==> config.mk <==
export PLATFORM = sky130hd
export DESIGN_NAME = shift_sequencer_flat
export DESIGN_NICKNAME = d
export VERILOG_FILES = /design/src/rtl/shift_pkg.sv /design/src/rtl/shift_sequencer_if.sv /design/src/rtl/shift_step.sv /design/src/rtl/shift_sequencer.sv /design/src/flat_wrapper.sv
export SDC_FILE = /design/constraint.sdc
export NUM_CORES = 1
export LEC_CHECK = 0
export CAP_MARGIN = 5
export CORE_ASPECT_RATIO = 0.9
export CORE_UTILIZATION = 40
export CTS_BUF_LIST = sky130_fd_sc_hd__clkbuf_8
export DETAILED_ROUTE_END_ITERATION = 10
export GPL_TIMING_DRIVEN = 0
export HOLD_SLACK_MARGIN = 0.03
export PLACE_DENSITY = 0.71
export SYNTH_ARGS = -nofsm -noshare
export SYNTH_HDL_FRONTEND = slang
export SYNTH_SLANG_ARGS = --single-unit
export TNS_END_PERCENT = 5
==> constraint.sdc <==
create_clock -name clk -period 1.5 [get_ports clk]
set_clock_uncertainty 0.1 [all_clocks]
set_input_delay 0.45 -clock clk [delete_from_list [all_inputs] [get_ports clk]]
set_output_delay 0.45 -clock clk [all_outputs]
set_load 0.02 [all_outputs]
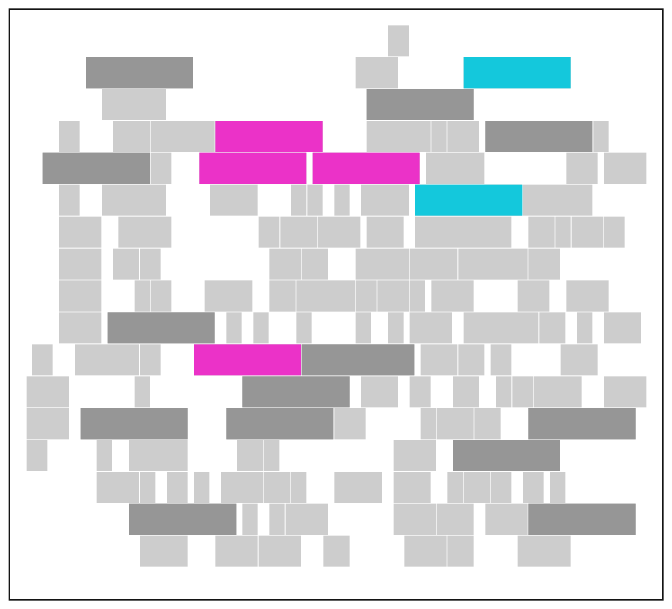
(run_1/registers.png)
Other sequential cells in the stronger gray, the rest of the logic in the fainter gray.
u_core.state: in cyan, placed flops 2. u_core.operand: in magenta, placed flops 4, where top middle.
Another 13 sequential cells are not colored.
final core utilization: 59.4%
Register Area: 477 sq um
sequential share of cell area: 32.8%
Seq. pwr: 0.000958 W

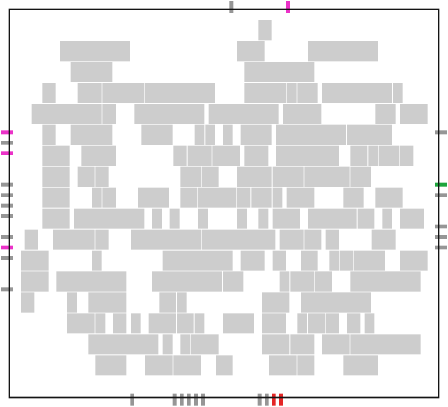
(run_1/pins.png)
Pins as bars across the die edge, other pins in gray.
reset: in green, pins 1, direction input, edge right. bus_amt0: in red, pins 2, direction input, edge bottom. bus_result: in magenta, pins 4, direction output, edge 3 left, 1 top.
All pins by edge: 11 left, 10 bottom, 6 right, 2 top.
input/output buffers: 28
DIE WIDTH: 55.6 um
Die Y-Extent: 50.2 um

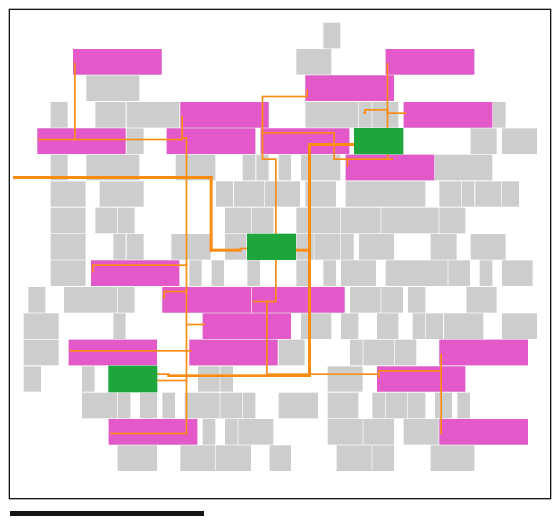
(run_1/clock_map.png)
Bar = 20 um.
clock wires: in orange, length 275 um. flip-flops: in magenta, count 19. cells driving clock nets: in green, count 3.
There are 4 routed clock nets.
P_clk: 0.000362 W
part of the power in the clock network: 12.7%
clk_lat worst skew: 260 ps

==> changes_impl.md, run 1 <==
### Physical design

- Grt met3 use: under 10%
- Ao+oa area frac: ~15%
- # IOs: 29
- WS Path Type: flop to output port
- CP Data Required Time: around 950 ps
- R2r setup slk: -280 ps
- Count leader, synth: dfrtp_1
- Finished Cell Area: around 1500 sq um
- Commonest Layout Cell: dfrtp_1
- 1st-pass router iterations: 3
- Fin worst setup slack: -346 ps
- Failing checks: setup timing
- Min Tclk post-route: around 1800 ps
- Worst reg-to-reg path cell count: 7
- Met2 GRT Util: 39.8%
- Setup violators final: 14
- Async set-reset flop share out of synthesis: 100%
- Detailed placer's ending HPWL: roughly 1800 um
- Clock buffer depth: 2
- Final Wtd Congestion: about 0.74
- Cell Area, Synth: between 1000 and 1500 sq um
- Initial antenna violation count: 0
- Worst hold slack: slightly below 70 ps
- Cell Type Count: 35
- CTS Hold Bufs: 0
- Metal2 WL: between 1000 and 1500 um
- DRC violations left: 0
- Final nets: ~160
- DR vias: slightly above 900
- Synth Area in Adders: 1.21%
- Yosys stat area: 1030 sq um
- Final Hold Viols: 0
- Non-filler cells, final: 166
- Fp util: 42.3%
- Worst Path Max Fanout: 3
- Max-cap viol count: 0
- Num CTS Buffers: 3
- Outcome: finished with violations
- Metal3 WL: roughly 110 um
- Tool warning count: 29
- Net count after synthesis: between 100 and 150
- Die area: ~2800 sq um
- Root Buffer: clkbuf_8
- Relative slew slack: approximately 63%
- Filler instances: roughly 220
- Dpl cell area: 1350 sq um
- Grt ovf: 0
- Vias per inst: between 5 and 6
- Post-Syn Instances: ~100
- Simple Share, Synth: a little under a fifth
- GRT met1 Usage: a little under a quarter
- Top Layer Used: met4
- Leakage: ~0.65 nW
- Clock Sinks: 19
- Top logic cells by instance count in the layout: 18 x dfrtp_1, 16 x nand2_1, 15 x clkdlybuf4s50_1
- Ant. Diodes: 0
- Routed WL: 2630 um
- Vias in the first global route: 987
- Main logic family after synthesis: simple AND/OR/NAND/NOR gates
- EDFF count, synth: 0
- Avg WL per Cell: about 16 um
- RSZ-0062 raised after global routing: yes
- Critical path depth: 4
- Setup TNS: -3290 ps
- CTS tree: yes
- Top_reg_cell synth: dfrtp_1
- Ys flops: 19
- Fin. max-slew vios: 0
- Sequential-to-total area share from yosys stat: between 40% and 50%
- Tot Pwr: 0.00285 W
- Mapped Avg Cell Area: between 10 and 15 sq um
- Yosys cell count: roughly 100
- CORE AREA: around 2400 sq um
- Share of cells above drive strength 1: roughly 34%
- Most frequent cells after synthesis: 18 x dfrtp_1, 16 x nand2_1, 9 x nor2_1
- CP Buf/Inv Count: 2
- Largest net degree at the start of global routing: 11
- Core Rows: 17
- CP top delay family: simple AND/OR/NAND/NOR gates
- CP max stage delay: 410 ps
==> run 1: final cells by class <==
type                            count  area, sq um  area share (%)
Sequential cell                    19          477            32.8
Buffer                              2         18.8            1.29
Multi-Input combinational cell     73          549            37.8
Clock buffer                        3         41.3            2.84
Timing Repair inverter              1         5.00           0.344
Inverter                            6         33.8            2.32
Clock inverter                      1         3.75           0.258
Tap cell                           28         35.0            2.41
Timing Repair Buffer               33          290            20.0
==> run 1: where the power goes <==
part           switching [W]  internal, W  total (W)
clock network       0.000180     0.000183   0.000362
logic               0.000790     0.000742    0.00153
registers           0.000177     0.000781   0.000958
total                0.00115      0.00171    0.00285
==> run 1: repair_timing <==
item | CTS | global route
pin swaps | 5 | 0
cloned | 1 | 0
gates resized | 42 | 9
setup endpoints to repair | 27 | 24
setup buffers | 5 | 0
--- run 2 (diff from run 1) ---
--- a/config.mk
+++ b/config.mk
@@ -13,6 +13,7 @@
 export GPL_TIMING_DRIVEN = 0
 export HOLD_SLACK_MARGIN = 0.03
 export PLACE_DENSITY = 0.71
+export SETUP_SLACK_MARGIN = 0.15
 export SYNTH_ARGS = -nofsm -noshare
 export SYNTH_HDL_FRONTEND = slang
 export SYNTH_SLANG_ARGS = --single-unit
==> changes_impl.md, run 2 <==
### Physical design

- Simple Share, Synth: 18.4% (unchanged)
- Max-cap viol count: 0 (unchanged)
- Worst reg-to-reg path cell count: 7 (unchanged)
- Fin. max-slew vios: 0 (unchanged)
- DRC violations left: 0 (unchanged)
- Non-filler cells, final: 166 (unchanged)
- Ao+oa area frac: 15.4% (unchanged)
- Mi-comb count: 73 (unchanged)
- Top class by area: combinational gates (unchanged)
- Vias in the first global route: 987 (unchanged)
- Fp util: 42.3% (unchanged)
- CORE AREA: 2450 sq um (unchanged)
- Main logic family after synthesis: simple AND/OR/NAND/NOR gates (unchanged)
- R2r setup slk: -280 ps (about the same)
- Yosys cell count: 100 (unchanged)
- Class of the tightest hold or removal check: input pin to asynchronous set/reset pin (unchanged)
- Relative slew slack: 62.8% (about the same)
- Gate Area: 549 sq um (unchanged)
- Clock buffer depth: 2 (unchanged)
- RSZ-0062 raised after global routing: yes (unchanged)
- GRT met1 Usage: 23.4% (unchanged)
- Num CTS Buffers: 3 (unchanged)
- Setup TNS: -3290 ps (about the same)
- Inverters: 7 (unchanged)
- Post-Syn Instances: 100 (unchanged)
- Most frequent cells after synthesis: 18 x dfrtp_1, 16 x nand2_1, 9 x nor2_1 (unchanged)
- Count leader, synth: dfrtp_1 (unchanged)
- Final Wtd Congestion: 0.742 (unchanged)
- Worst hold slack: 71.1 ps (was 69.5 ps)
- Metal3 WL: 113 um (was 106 um)
- Min Tclk post-route: 1850 ps (about the same)
- Sequential-to-total area share from yosys stat: 46.1% (unchanged)
- Initial antenna violation count: 0 (unchanged)
- Final Hold Viols: 0 (unchanged)
- Top Layer Used: met4 (unchanged)
- Metal2 WL: 1340 um (about the same)
- Setup violators final: 14 (unchanged)
- Yosys stat area: 1030 sq um (unchanged)
- Clock-cell share of area: 3.04% (was 3.10%)
- Worst Path Max Fanout: 3 (unchanged)
- Tapcells: 28 (unchanged)
- Share of cells above drive strength 1: 35.5% (was 34.1%)
- Clock Sinks: 19 (unchanged)
- Top logic cells by instance count in the layout: 18 x dfrtp_1, 16 x nand2_1, 15 x clkdlybuf4s50_1 (unchanged)
- Grt met3 use: 6.19% (unchanged)
- CTS tree: yes (unchanged)
- Final ANT Viol Nets: 0 (unchanged)
- Commonest Layout Cell: dfrtp_1 (unchanged)
- Final nets: 160 (unchanged)
- Tool warning count: 29 (unchanged)
- Flops: 19 (unchanged)
- Pre-CTS setup slack: -1280 ps (unchanged)
- Root Buffer: clkbuf_8 (unchanged)
- Top_reg_cell synth: dfrtp_1 (unchanged)
- Outcome: finished with violations (unchanged)
- Filler instances: 218 (was 222)
- Ys flops: 19 (unchanged)
- Input/output buffers: 28 (unchanged)
- Net count after synthesis: 121 (unchanged)
- Vias per inst: 5.48 (was 5.49)
- EDFF count, synth: 0 (unchanged)
- Grt ovf: 0 (unchanged)
- Die area: 2790 sq um (unchanged)
- CP Data Required Time: 950 ps (about the same)
- Xor/xnor share: 0.847% (unchanged)
- Die Y-Extent: 50.2 um (unchanged)
- # IOs: 29 (unchanged)
- Failing checks: setup timing (unchanged)
- Register Area: 477 sq um (unchanged)
- Placed cells: 156 (unchanged)
- Core Rows: 17 (unchanged)
- Cell Area, Synth: 1030 sq um (unchanged)
- Leakage: 0.661 nW (was 0.651 nW)
- Fin worst setup slack: -346 ps (about the same)
- Slew @ Worst Pin: 554 ps (about the same)
- Detailed placer's ending HPWL: 1780 um (unchanged)
- Logic share of the area: 37.1% (was 37.8%)
- CTS Hold Bufs: 0 (unchanged)
- 1st-pass router iterations: 3 (unchanged)
- Buffers outside the clock class: 35 (unchanged)
- Clk_lat worst skew: 260 ps (about the same)
- Layout clock buffer count: 3 (unchanged)
- Sequential share of cell area: 32.2% (was 32.8%)
- Async set-reset flop share out of synthesis: 100% (unchanged)
- Largest net degree at the start of global routing: 11 (unchanged)
- Cell Type Count: 35 (unchanged)
- Met2 GRT Util: 39.8% (unchanged)
- Tot Pwr: 0.00295 W (was 0.00285 W)
- Fmax: 542 MHz (unchanged)
- Final core utilization: 60.6% (was 59.4%)
- Synth Area in Adders: 1.21% (unchanged)
- NonClk Buf Share: 22.7% (was 21.3%)
- WS Path Type: flop to output port (unchanged)
- Dpl cell area: 1350 sq um (unchanged)
- Finished Cell Area: 1480 sq um (was 1450 sq um)
- Ant. Diodes: 0 (unchanged)
- Mapped Avg Cell Area: 10.3 sq um (unchanged)
- DIE WIDTH: 55.6 um (unchanged)
-- run 2: cell counts after synthesis --
No cell type changed its count.
-- run 2: report_power, final --
| group | total [W] | switching [W] | internal, W |
|---|---|---|---|
| registers | 0.000973 | 0.000192 | 0.000781 |
| logic | 0.00161 | 0.000791 | 0.000819 |
| clock network | 0.000363 | 0.000180 | 0.000183 |
| total | 0.00295 | 0.00116 | 0.00178 |
-- run 2: worst max-delay path: stages, from the launching register on --
cell	delay (ps)
dfrtp_1	410
nor3_4	270
nand3_2	160
clkinv_4	80
buf_6	110
-- run 2: what timing repair did --
item,4_1_cts,5_1_grt
setup buffers,5,0
resized,67,5
setup endpoints to repair,28,26
gates cloned,1,0
pin swaps,5,0
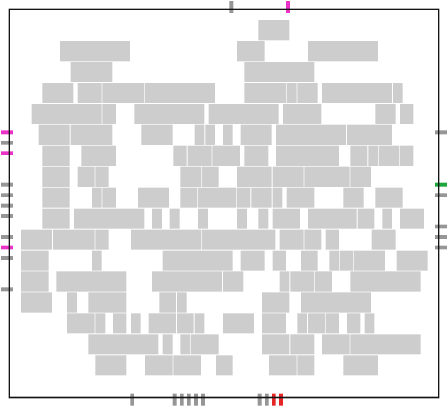
(run_2/pins.png)
Pins as bars across the die edge, other pins in gray.
reset: in green, pins 1, direction input, edge right. bus_result: in magenta, pins 4, direction output, edge 3 left, 1 top. bus_amt0: in red, pins 2, direction input, edge bottom.
All pins by edge: 11 left, 10 bottom, 6 right, 2 top.

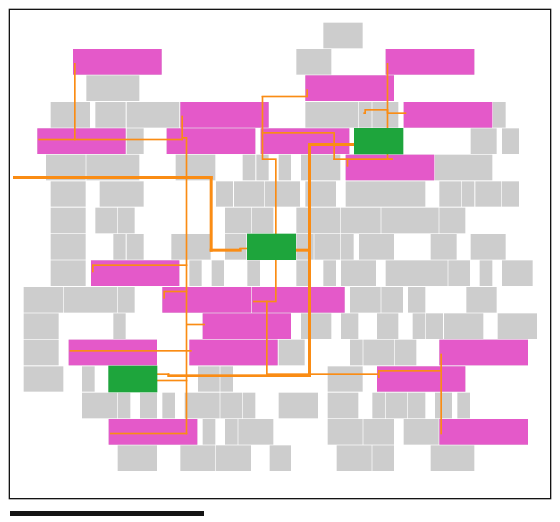
(run_2/clock_map.png)
Bar = 20 um.
cells driving clock nets: in green, count 3. clock wires: in orange, length 275 um. flip-flops: in magenta, count 19.
Position of the flops: spread over the die.
P_clk: 0.000363 W
part of the power in the clock network: 12.3%

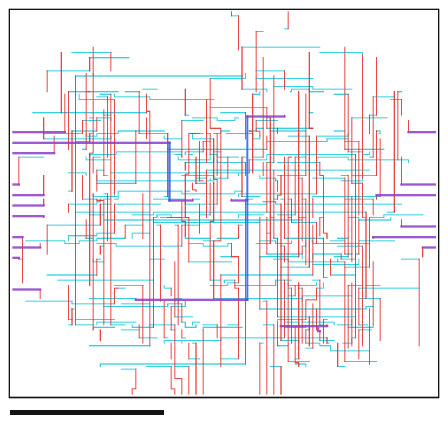
(run_2/metal_stack.png)
Bar = 20 um.
met4: in blue, wire length 31.3 um. met1: in cyan, wire length 1,150 um. met3: in purple, wire length 114 um. met2: in red, wire length 1,340 um.
Routed WL: 2640 um
Avg WL per Cell: 15.9 um
DR vias: 910
total global-route track usage: 21.6%

Power and IR drop assume default switching activity.
